## src/rtl/uart_rx_regwr_if.sv

```systemverilog
// Receive-side bundle of the UART register loader.
// The master (the receiver) drives the received-byte status and the
// register-file write strobe. The slave (register file / observer) reads them.
`timescale 1ns/1ps

interface uart_rx_regwr_if;
    logic [7:0] rx_data;
    logic       rx_valid;
    logic       frame_err;
    logic       busy;
    logic       we3;
    logic [2:0] wa3;
    logic [7:0] wd3;

    modport master (
        output rx_data, rx_valid, frame_err, busy,
        output we3, wa3, wd3
    );

    modport slave (
        input rx_data, rx_valid, frame_err, busy,
        input we3, wa3, wd3
    );
endinterface

```

## src/rtl/uart_rx_regwr.sv

```systemverilog
// 8N1 UART receiver that assembles two-byte write commands for the register file.
// A header byte whose upper five bits match HDR carries the target address in its
// low three bits. The following good byte is the write data. Each complete command
// yields a single-cycle we3/wa3/wd3 strobe.
`timescale 1ns/1ps

module uart_rx_regwr #(
    parameter int         CLKS_PER_BIT = 434,
    parameter logic [4:0] HDR          = 5'b10101
) (
    input  logic          iCLK,
    input  logic          iRST_N,
    input  logic          iRXD,
    uart_rx_regwr_if.master bus
);

    localparam int            CW   = $clog2(CLKS_PER_BIT);
    localparam logic [CW-1:0] FULL = CW'(CLKS_PER_BIT - 1);
    localparam logic [CW-1:0] HALF = CW'(CLKS_PER_BIT / 2 - 1);

    typedef enum logic [2:0] {
        S_IDLE,
        S_START,
        S_DATA,
        S_STOP,
        S_BREAK
    } rxState_t;

    typedef enum logic {
        P_HDR,
        P_DATA
    } pktState_t;

    logic            sync1_q;
    logic            rxs_q;
    rxState_t        rxState_q;
    logic [CW-1:0]   bitCnt_q;
    logic [2:0]      bitIdx_q;
    logic [7:0]      shift_q;
    logic [7:0]      rxData_q;
    logic            rxValid_q;
    logic            frameErr_q;

    pktState_t       pktState_q;
    logic [2:0]      addr_q;
    logic            we3_q;
    logic [2:0]      wa3_q;
    logic [7:0]      wd3_q;

    // Two-flop synchronizer. The line idles high, so both flops reset to 1.
    always_ff @(posedge iCLK or negedge iRST_N) begin
        if (!iRST_N) begin
            sync1_q <= 1'b1;
            rxs_q   <= 1'b1;
        end else begin
            sync1_q <= iRXD;
            rxs_q   <= sync1_q;
        end
    end

    // Receive FSM. It re-checks the start bit at its midpoint, then samples each
    // data bit and the stop bit one full bit time apart. A low stop bit parks the
    // FSM in BREAK until the line returns high, so a held-low line cannot start a
    // new frame.
    always_ff @(posedge iCLK or negedge iRST_N) begin
        if (!iRST_N) begin
            rxState_q  <= S_IDLE;
            bitCnt_q   <= '0;
            bitIdx_q   <= '0;
            shift_q    <= '0;
            rxData_q   <= '0;
            rxValid_q  <= 1'b0;
            frameErr_q <= 1'b0;
        end else begin
            rxValid_q  <= 1'b0;
            frameErr_q <= 1'b0;
            case (rxState_q)
                S_IDLE: begin
                    bitCnt_q <= '0;
                    if (!rxs_q) begin
                        rxState_q <= S_START;
                    end
                end
                S_START: begin
                    if (bitCnt_q == HALF) begin
                        bitCnt_q <= '0;
                        bitIdx_q <= '0;
                        rxState_q <= rxs_q ? S_IDLE : S_DATA;
                    end else begin
                        bitCnt_q <= bitCnt_q + 1'b1;
                    end
                end
                S_DATA: begin
                    if (bitCnt_q == FULL) begin
                        bitCnt_q          <= '0;
                        shift_q[bitIdx_q] <= rxs_q;
                        if (bitIdx_q == 3'd7) begin
                            rxState_q <= S_STOP;
                        end else begin
                            bitIdx_q <= bitIdx_q + 3'd1;
                        end
                    end else begin
                        bitCnt_q <= bitCnt_q + 1'b1;
                    end
                end
                S_STOP: begin
                    if (bitCnt_q == FULL) begin
                        bitCnt_q <= '0;
                        if (rxs_q) begin
                            rxData_q  <= shift_q;
                            rxValid_q <= 1'b1;
                            rxState_q <= S_IDLE;
                        end else begin
                            frameErr_q <= 1'b1;
                            rxState_q  <= S_BREAK;
                        end
                    end else begin
                        bitCnt_q <= bitCnt_q + 1'b1;
                    end
                end
                S_BREAK: begin
                    if (rxs_q) begin
                        rxState_q <= S_IDLE;
                    end
                end
                default: rxState_q <= S_IDLE;
            endcase
        end
    end

    // Packet FSM. It steps only on received-byte events. A framing error
    // abandons any half-built command, so a corrupted link never writes.
    always_ff @(posedge iCLK or negedge iRST_N) begin
        if (!iRST_N) begin
            pktState_q <= P_HDR;
            addr_q     <= '0;
            we3_q      <= 1'b0;
            wa3_q      <= '0;
            wd3_q      <= '0;
        end else begin
            we3_q <= 1'b0;
            if (frameErr_q) begin
                pktState_q <= P_HDR;
            end else if (rxValid_q) begin
                case (pktState_q)
                    P_HDR: begin
                        if (rxData_q[7:3] == HDR) begin
                            addr_q     <= rxData_q[2:0];
                            pktState_q <= P_DATA;
                        end
                    end
                    P_DATA: begin
                        we3_q      <= 1'b1;
                        wa3_q      <= addr_q;
                        wd3_q      <= rxData_q;
                        pktState_q <= P_HDR;
                    end
                    default: pktState_q <= P_HDR;
                endcase
            end
        end
    end

    assign bus.rx_data   = rxData_q;
    assign bus.rx_valid  = rxValid_q;
    assign bus.frame_err = frameErr_q;
    assign bus.busy      = (rxState_q != S_IDLE);
    assign bus.we3       = we3_q;
    assign bus.wa3       = wa3_q;
    assign bus.wd3       = wd3_q;

endmodule

```

## src/flat_wrapper.sv

```systemverilog
// flat-port wrapper written by rule: the top's interface ports become plain ports
module uart_rx_regwr_flat 
#(
    parameter int         CLKS_PER_BIT = 434,
    parameter logic [4:0] HDR          = 5'b10101
)
  (iCLK, iRST_N, iRXD, bus_rx_data, bus_rx_valid, bus_frame_err, bus_busy, bus_we3, bus_wa3, bus_wd3);
  uart_rx_regwr_if bus_i ();
  input  logic iCLK;
  input  logic iRST_N;
  input  logic iRXD;
  output wire logic [$bits(bus_i.rx_data)-1:0] bus_rx_data;
  output wire logic [$bits(bus_i.rx_valid)-1:0] bus_rx_valid;
  output wire logic [$bits(bus_i.frame_err)-1:0] bus_frame_err;
  output wire logic [$bits(bus_i.busy)-1:0] bus_busy;
  output wire logic [$bits(bus_i.we3)-1:0] bus_we3;
  output wire logic [$bits(bus_i.wa3)-1:0] bus_wa3;
  output wire logic [$bits(bus_i.wd3)-1:0] bus_wd3;
  assign bus_rx_data = bus_i.rx_data;
  assign bus_rx_valid = bus_i.rx_valid;
  assign bus_frame_err = bus_i.frame_err;
  assign bus_busy = bus_i.busy;
  assign bus_we3 = bus_i.we3;
  assign bus_wa3 = bus_i.wa3;
  assign bus_wd3 = bus_i.wd3;
  uart_rx_regwr #(.CLKS_PER_BIT(CLKS_PER_BIT), .HDR(HDR)) u_core (.iCLK(iCLK), .iRST_N(iRST_N), .iRXD(iRXD), .bus(bus_i));
endmodule
```

## config.mk

```make
export PLATFORM = sky130hd
export DESIGN_NAME = uart_rx_regwr_flat
export DESIGN_NICKNAME = d
export VERILOG_FILES = /design/src/rtl/uart_rx_regwr_if.sv /design/src/rtl/uart_rx_regwr.sv /design/src/flat_wrapper.sv
export SDC_FILE = /design/constraint.sdc
export NUM_CORES = 1
export LEC_CHECK = 0
export CORE_MARGIN = 3
export CORE_UTILIZATION = 50
export DETAILED_ROUTE_END_ITERATION = 8
export PLACE_DENSITY = 0.78
export SLEW_MARGIN = 15
export SYNTH_ARGS = -nofsm -noshare
export SYNTH_HDL_FRONTEND = slang
export SYNTH_SLANG_ARGS = --single-unit
```

## constraint.sdc

```tcl
create_clock -name iCLK -period 2.03 [get_ports iCLK]
set_input_delay 0.406 -clock iCLK [delete_from_list [all_inputs] [get_ports iCLK]]
set_output_delay 0.406 -clock iCLK [all_outputs]
set_load 0.02 [all_outputs]
```

### Metal layers overlaid, run 1

Only two layers are drawn.
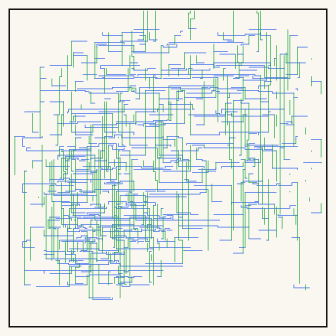
Key: blue = met1 [wire length 2050 µm]; green = met2 [wire length 1880 µm]

### Zoomed window, run 1

Region (0, 35) to (40, 75) µm. Cells in gray, sequential cells in the stronger gray; small squares are vias.
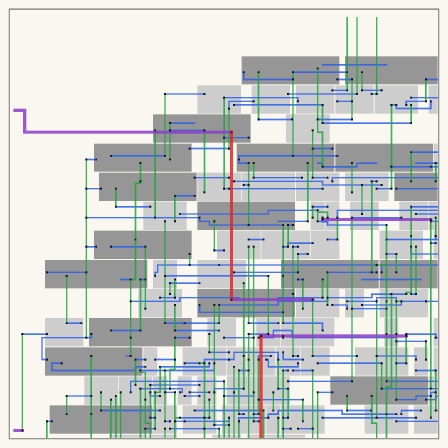
Key: green = met2; blue = met1; red = met4; purple = met3
Sequential cells in the window: 17. 68 logic cells have their middle in the window. Most frequent: dfrtp_1 (14), mux2_2 (13), nor2_1 (6). Netlist names of flops here include `u_core.shift_q` (4), `u_core.bitIdx_q` (3), `u_core.bus.rx_data` (2).

==> run summary, run 1 <==
initial core utilization - 52.8%
switching pwr - 353 µW
ys async rst share - 100%
placed cell count - 272
met2 usage - 24.7%
initial antenna violation count - 0
TritonCTS Sinks - 51
logic area - 1020 µm²
crit-path max FO - 7
Place WS - 0.0479 ns
dpl cell area - 2710 µm²
final core utilization - 64.2%
DP HPWL - 2900 µm
yosys xor share - 1.12%
Pwr per Cell Area - 624 nW/µm²
Via Count - 1554
clock buffers - 6
GR Util met3 - 3.65%
Gate power share - 1.4%
Top cell area share - 52.2%
stages on the worst setup path - 4
TritonCTS clock tree - yes
final setup vio count - 0
R2R cell count - 4
Post-synth top cells - 49 x dfrtp_1, 35 x mux2_2, 13 x nand2_1, 12 x nor2_1
non-clock buffer share of cell area - 12.0%
hold buffers post-CTS - 0
Max power group - sequential cells
Peak VDD IR - 0.000404 V
Crit-path slowest cell - or4_4
Max Transition Viols Final - 0
DIE HEIGHT - 74.5 µm
1st-iter DRT viols - 111
Ant. Diodes - 0
Clock net power - 734 µW
Combinational Power - 24.4 µW
Area Growth Syn to Fin - 21.6%
vias per std cell - 5.53
Port-buffer cells - 25
layout cells sized above 1 - 32.8%
drt total wl - 4100 µm
CTS root buf - clkbuf_8
P_seq - 1020 µW
MUX share of area - 16.8%
Final ANT Viol Nets - 0
Critical Path End Type - flip-flop
Max Cap Viol - 0
Yosys Instances - 190
Setup Crit Path Kind - reg -> reg
count of non-CTS inverters in the layout - 8
First-pass DRT Iterations - 4
status - finished, final reports clean
Synth cell types - 42
clk_skew - 0.00999 ns
num ports - 26
Top logic family - simple AND/OR/NAND/NOR gates
clk cell area share - 4.25%
setup slack after layout - 0.0529 ns
WL/cell - 14.6 µm
Worst Tran Pin Value - 0.622 ns
Hold Crit Class - in -> async
vias in the first global route - 1435
Int Pwr - 1430 µW
drc violations - 0
clock-pin slew on the worst setup and hold paths - 0.09 ns
clock power share - 41.2%
post-route cell area - 2860 µm²
dominant kind of cell - flip-flops and latches
Synth Seq Share - 54.5%
Crit path required time - 2.22 ns
Floorplan Nets - 198
die area - 5550 µm²
GRT Util Overall - 15.6%
post-route insts no fill - 281
number of enable flip-flop cells - 0
Post-Syn Area - 2350 µm²
fraction of area in registers - 44.9%
OpenROAD warning count - 28
non-clock buffer count - 38
row count - 24
Core Region - 4440 µm²
setup TNS - 0 ns
Tap Cells - 52
crit-path cells - or3b_4, or4_4, nor3b_2, mux2_2
Yosys chip area - 2350 µm²
WHS - 0.206 ns
Inserted Clock Buffers - 5
largest net degree at the start of global routing - 52
Ys Warns - 0
total global routing overflow - 0
Seq pwr share - 57.4%
first-pass GRT wire length - 6720 µm
FF-to-FF Start - u_core.rxState_q[0]
FF-to-FF End - u_core.shift_q[5]
Static Leak - 0.00132 µW
CP top delay family - simple AND/OR/NAND/NOR gates
area fraction in compound gates after synthesis - 5.12%
met1 Resource Use GR - 21.9%
Critical Path Max Stage Delay - 0.46 ns
relative slew slack - 58.5%
Adder Share, Synth - 2.67%
Peak Freq - 506 MHz
CP startpoint kind - flip-flop
Synth flops - 51
Simple-Gate Area Share - 17.0%
Total Power - 1780 µW
Crit path buffers/inverters - 0
Die Wd - 74.5 µm
mi-comb count - 124
top cells, area - dfrtp_1 52%, mux2_2 17%, ha_1 2.7%
### Where the registers sit, run 1

Bar = 20 µm. Other sequential cells in the stronger gray, the rest of the logic in the fainter gray.
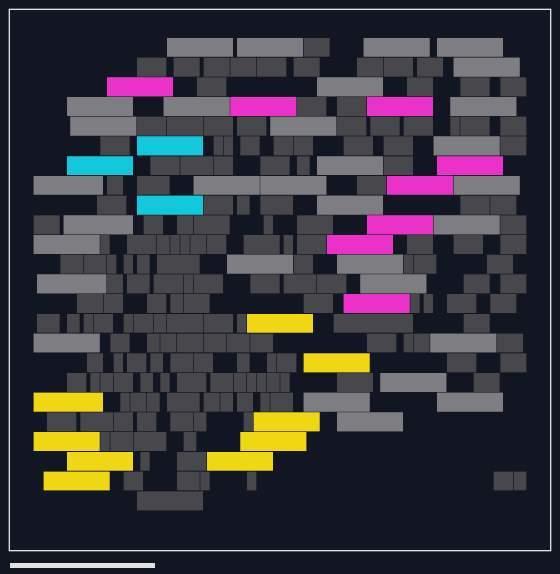
Key: cyan = `u_core.bitIdx_q` [sequential cells 3]; magenta = `u_core.bus.rx_data` [sequential cells 8]; yellow = `u_core.bitCnt_q` [sequential cells 9]
Another 31 sequential cells are not colored.

## run 1: repair_timing
action | CTS | global route
gates cloned | 0 | 0
gates resized | 1 | 6
setup endpoints to repair | 1 | 9
setup buffers | 0 | 1
## run 1: metal layers
| metal | wire [µm] | share of wire, % |
|---|---|---|
| met1 | 2050 | 50 |
| met2 | 1880 | 46 |
| met3 | 147 | 3.6 |
| met4 | 28 | 0.68 |
| met5 | 0 | 0 |
## run 1: state kept, by name, indices dropped and copies added, names as in the netlist
signal and cells:
u_core.bitCnt_q 9, u_core.bus.rx_data 8, u_core.bus.wd3 8, u_core.shift_q 8, u_core.addr_q 3, u_core.bitIdx_q 3
u_core.bus.wa3 3, u_core.rxState_q 3, u_core.bus.frame_err 1, u_core.bus.rx_valid 1, u_core.bus.we3 1, u_core.pktState_q 1
u_core.rxs_q 1, u_core.sync1_q 1
## run 1: cell usage in the layout (no fill, tap or decap), types with 3 or more instances in the layout
cell type / n
nor3_1: 8
clkbuf_8: 6
xnor2_1: 3
nand2_1: 12
a21oi_1: 3
dfrtp_1: 47
buf_4: 13
inv_1: 7
nand4b_1: 4
mux2_2: 35
nor2_1: 12
ha_1: 4
clkdlybuf4s50_1: 23
nand3_1: 5
nor2b_1: 3
## run 1: worst max path at each step
stage | endpoint | slack [ns] | start
final | u_core.shift_q[5] | 0.05 | u_core.rxState_q[0]
after floorplan | u_core.shift_q[5] | 0.07 | u_core.rxState_q[0]
after global routing | u_core.shift_q[5] | -0.01 | u_core.bitCnt_q[1]
after global placement | u_core.shift_q[5] | 0.09 | u_core.bitCnt_q[1]
after CTS | u_core.shift_q[5] | 0.03 | u_core.bitCnt_q[1]
after detailed placement | u_core.shift_q[5] | 0.05 | u_core.bitCnt_q[1]
### Port wiring, run 1

Bar = 20 µm.
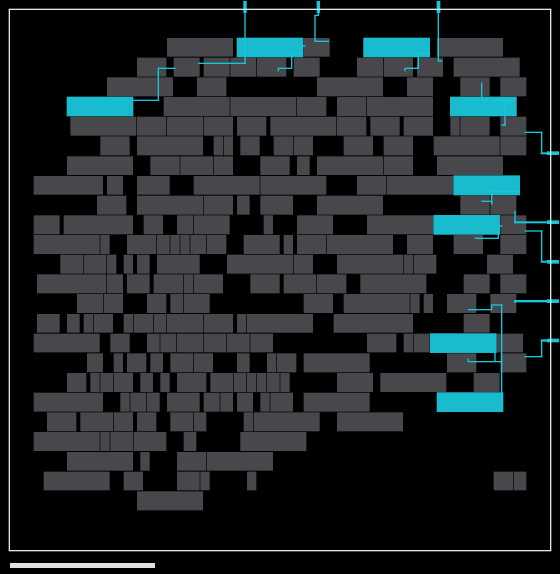

--- run 2 (diff from run 1) ---
--- a/config.mk
+++ b/config.mk
@@ -7,8 +7,9 @@
 export LEC_CHECK = 0
 export CORE_MARGIN = 3
 export CORE_UTILIZATION = 50
+export CTS_BUF_LIST = sky130_fd_sc_hd__clkbuf_8 sky130_fd_sc_hd__clkbuf_16
 export DETAILED_ROUTE_END_ITERATION = 8
-export PLACE_DENSITY = 0.78
+export PLACE_DENSITY = 0.8
 export SLEW_MARGIN = 15
 export SYNTH_ARGS = -nofsm -noshare
 export SYNTH_HDL_FRONTEND = slang
### Port wiring, run 2

Bar = 20 µm.
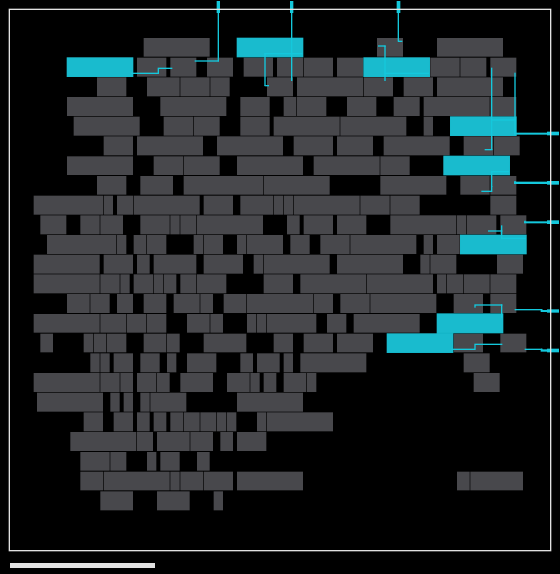
Key: cyan = `bus_wd3` [bits 8, direction output, edge 5 east, 3 north, end cells 8, buffers 8, wire 122 µm]
Port-buffer cells: 25
num ports: 26

### Metal layers overlaid, run 2

Only two layers are drawn.
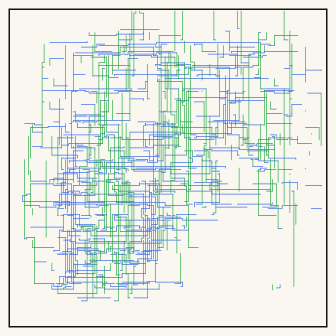
Key: blue = met1 [wire length 2050 µm]; green = met2 [wire length 2170 µm]
WL/cell: 15.8 µm
Via Count: 1562
drt total wl: 4450 µm
GRT Util Overall: 17.2%

==> run 2 against run 1 <==
Setup slack lost 0.043 ns. Clock power shrank 1%. Final area grew 0.57%. Global-route usage grew 1.6 points. Clock skew shrank 0.0044 ns. Sequential cell count is the same. Combinational power grew 16%. Maximum frequency shrank 2.1%. Critical path depth is the same. Die size is the same. Routed wire length grew 8.6%. Power shrank 0.30%. Critical path type unchanged. Largest cell class unchanged.
==> run summary, run 2 <==
Crit path buffers/inverters - 0 (unchanged)
Inserted Clock Buffers - 5 (unchanged)
Hold Crit Class - in -> async (unchanged)
Post-synth top cells - 49 x dfrtp_1, 35 x mux2_2, 13 x nand2_1, 12 x nor2_1 (unchanged)
met2 usage - 25.4% (was 24.7%)
logic area - 1020 µm² (about the same)
CP startpoint kind - flip-flop (unchanged)
Top cell excl fill/tap - dfrtp_1 (unchanged)
crit-path cells - or3b_4, or4_4, nor3b_4, mux2_4 (was or3b_4, or4_4, nor3b_2, mux2_2)
prevailing post-synth register cell - dfrtp_1 (unchanged)
hold buffers post-CTS - 0 (unchanged)
vias in the first global route - 1445 (was 1435)
relative slew slack - 68.0% (was 58.5%)
die area - 5550 µm² (unchanged)
Floorplan Nets - 198 (unchanged)
mi-comb count - 124 (unchanged)
Max Cap Viol - 0 (unchanged)
TritonCTS Sinks - 51 (unchanged)
most frequent cells in the layout - 49 x dfrtp_1, 33 x mux2_2, 23 x clkdlybuf4s50_1, 13 x nand2_1 (was 47 x dfrtp_1, 35 x mux2_2, 23 x clkdlybuf4s50_1, 13 x buf_4)
row count - 24 (unchanged)
CP top delay family - simple AND/OR/NAND/NOR gates (unchanged)
Ys Warns - 0 (unchanged)
WP data arrival - 2.22 ns (was 2.17 ns)
OpenROAD warning count - 29 (was 28)
Yosys chip area - 2350 µm² (unchanged)
Synth Seq Share - 54.5% (unchanged)
first-pass GRT wire length - 7090 µm (was 6720 µm)
Crit path required time - 2.23 ns (was 2.22 ns)
flop2flop setup slack - 0.01 ns (was 0.05 ns)
final hold vios - 0 (unchanged)
routability cong. - 0.871 (was 0.835)
dominant kind of cell - flip-flops and latches (unchanged)
fraction of area in multi-input gates - 35.6% (about the same)
most common cell in the netlist - dfrtp_1 (unchanged)
Core Region - 4440 µm² (unchanged)
1st-iter DRT viols - 82 (was 111)
Final min period - 2.02 ns (was 1.98 ns)
layout cells sized above 1 - 31.3% (was 32.8%)
WHS - 0.0684 ns (was 0.206 ns)
status - finished, final reports clean (unchanged)
First-pass DRT Iterations - 4 (unchanged)
clk latency late pin - 0.31 ns (was 0.30 ns)
Synth flops - 51 (unchanged)
FF-to-FF Start - u_core.rxState_q[0] (unchanged)
initial antenna violation count - 0 (unchanged)
M1 wire length - 2050 µm (about the same)
sequential cells - 51 (unchanged)
number of fill cells - 349 (was 346)
Yosys Instances - 190 (unchanged)
Post-Syn Area - 2350 µm² (unchanged)
final setup vio count - 0 (unchanged)
FF-to-FF End - u_core.shift_q[5] (unchanged)
Ant. Diodes - 0 (unchanged)
Avg Cell Area, Syn - 12.4 µm² (unchanged)
TritonCTS clock tree - yes (unchanged)
total global routing overflow - 0 (unchanged)
Die Wd - 74.5 µm (unchanged)
gr busiest metal - met2 (unchanged)
vias per std cell - 5.54 (was 5.53)
clock-pin slew on the worst setup and hold paths - 0.09 ns (about the same)
clk_skew - 0.00555 ns (was 0.00999 ns)
Top cell area share - 52.2% (unchanged)
GR Util met3 - 5.14% (was 3.65%)
crit-path max FO - 4 (was 7)
Pwr per Cell Area - 619 nW/µm² (was 624 nW/µm²)
maximum clock path buffer count - 2 (unchanged)
drc violations - 0 (unchanged)
Yosys top cell by area - dfrtp_1 (unchanged)
Max Transition Viols Final - 0 (unchanged)
clock buffers - 5 (was 6)
Highest Signal Layer - met4 (unchanged)
Final ANT Viol Nets - 0 (unchanged)
Critical Path End Type - flip-flop (unchanged)
top cells, area - dfrtp_1 52%, mux2_2 17%, ha_1 2.7% (unchanged)
Critical Path Max Stage Delay - 0.57 ns (was 0.46 ns)
Tap Cells - 52 (unchanged)
ys async rst share - 100% (unchanged)
Area Growth Syn to Fin - 22.3% (was 21.6%)
Peak VDD IR - 0.000405 V (was 0.000404 V)
Layout Nets - 237 (was 236)
Worst Tran Pin Value - 0.479 ns (was 0.622 ns)
Largest Register - u_core.bitCnt_q (unchanged)
setup TNS - 0 ns (unchanged)
max reg flops - 9 (unchanged)
largest net degree at the start of global routing - 52 (unchanged)
Crit-path slowest cell - or4_4 (unchanged)
Setup Crit Path Kind - reg -> reg (unchanged)
R2R cell count - 4 (unchanged)
met1 Resource Use GR - 24.3% (was 21.9%)
CTS root buf - clkbuf_8 (unchanged)
unrepaired setup endpoints after global routing - yes
non-clock buffer share of cell area - 12.6% (was 12.0%)
met2 wire length - 2170 µm (was 1880 µm)
Peak Freq - 495 MHz (was 506 MHz)
Static Leak - 0.00132 µW (about the same)
Synth cell types - 42 (unchanged)
DIE HEIGHT - 74.5 µm (unchanged)
fin crit share - 99.5% (was 97.4%)
clk cell area share - 4.01% (was 4.25%)
non-clock buffer count - 39 (was 38)
initial core utilization - 52.8% (unchanged)
synthesized instance count - 190 (unchanged)
met3 WL - 177 µm (was 147 µm)
H-tree depth - 2 (unchanged)
number of enable flip-flop cells - 0 (unchanged)
DP HPWL - 3010 µm (was 2900 µm)
count of non-CTS inverters in the layout - 8 (unchanged)
### Where the registers sit, run 2

Bar = 20 µm. Other sequential cells in the stronger gray, the rest of the logic in the fainter gray.
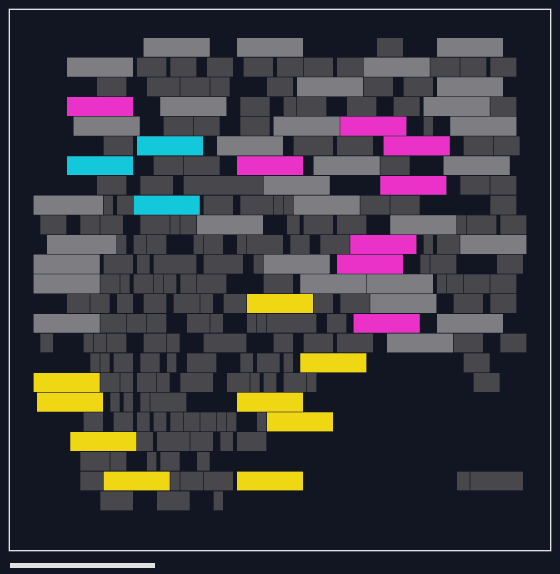
Key: yellow = `u_core.bitCnt_q` [sequential cells 9]; cyan = `u_core.bitIdx_q` [sequential cells 3]; magenta = `u_core.bus.rx_data` [sequential cells 8]
Another 31 sequential cells are not colored.
P_seq: 1020 µW
register area: 1280 µm²
fraction of area in registers: 44.5%
final core utilization: 64.6%

-- run 2: cell types whose count changed in the layout (fill, tap and decap cells not counted), sizes merged --
cell         delta
buf             +1
clkinvlp        +1
dlygate4sd2     -1
-- run 2: report_power, final --
group	internal (µW)	switching, µW
Combinational	7.29	21.1
Sequential	1020	4.07
Clock	371	354
Total	1400	379
-- run 2: how the worst max path moves through the flow --
stage | cells after the start | to | start | slack (ns)
6_report | 4 | u_core.shift_q[5] | u_core.rxState_q[0] | 0.01
5_1_grt | 4 | u_core.shift_q[5] | u_core.rxState_q[0] | -0.02
3_3_place_gp | 6 | u_core.shift_q[5] | u_core.bitCnt_q[1] | 0.08
2_1_floorplan | 5 | u_core.shift_q[5] | u_core.rxState_q[0] | 0.07
3_5_place_dp | 6 | u_core.shift_q[5] | u_core.bitCnt_q[1] | 0.03
4_1_cts | 4 | u_core.shift_q[5] | u_core.rxState_q[0] | 0.009
-- run 2: cell families after synthesis --
logic type               share of synthesized area, %
AND-OR/OR-AND                                    5.12
buffers and inverters                            2.88
multiplexers                                     16.8
flip-flops                                       54.5
adder cells (fa/ha/maj)                          2.67
AND/OR/NAND/NOR                                  17.0
XOR/XNOR                                         1.12
-- run 2: what timing repair did --
action,in CTS,in global routing
setup endpoints to repair,2,11
pin swaps,2,1
resized,4,4
buffers inserted,2,0
-- run 2: per-stage QoR --
stage | util (%) | area [µm²] | total power (µW) | instances | setup WS, ns
final | 64.6 | 2870 | 1780 | 282 | 0.00953
after floorplan | - | 2350 | 1040 | 190 | 0.0716
after CTS | 64.4 | 2860 | 1790 | 282 | 0.00866
after global placement | 61.3 | 2720 | 1070 | 272 | 0.0838
after global routing | 64.6 | 2870 | 1830 | 282 | -0.0213
after detailed placement | 61.3 | 2720 | 1070 | 272 | 0.0324
No activity file was given, so power comes from the tool's default toggle rates.
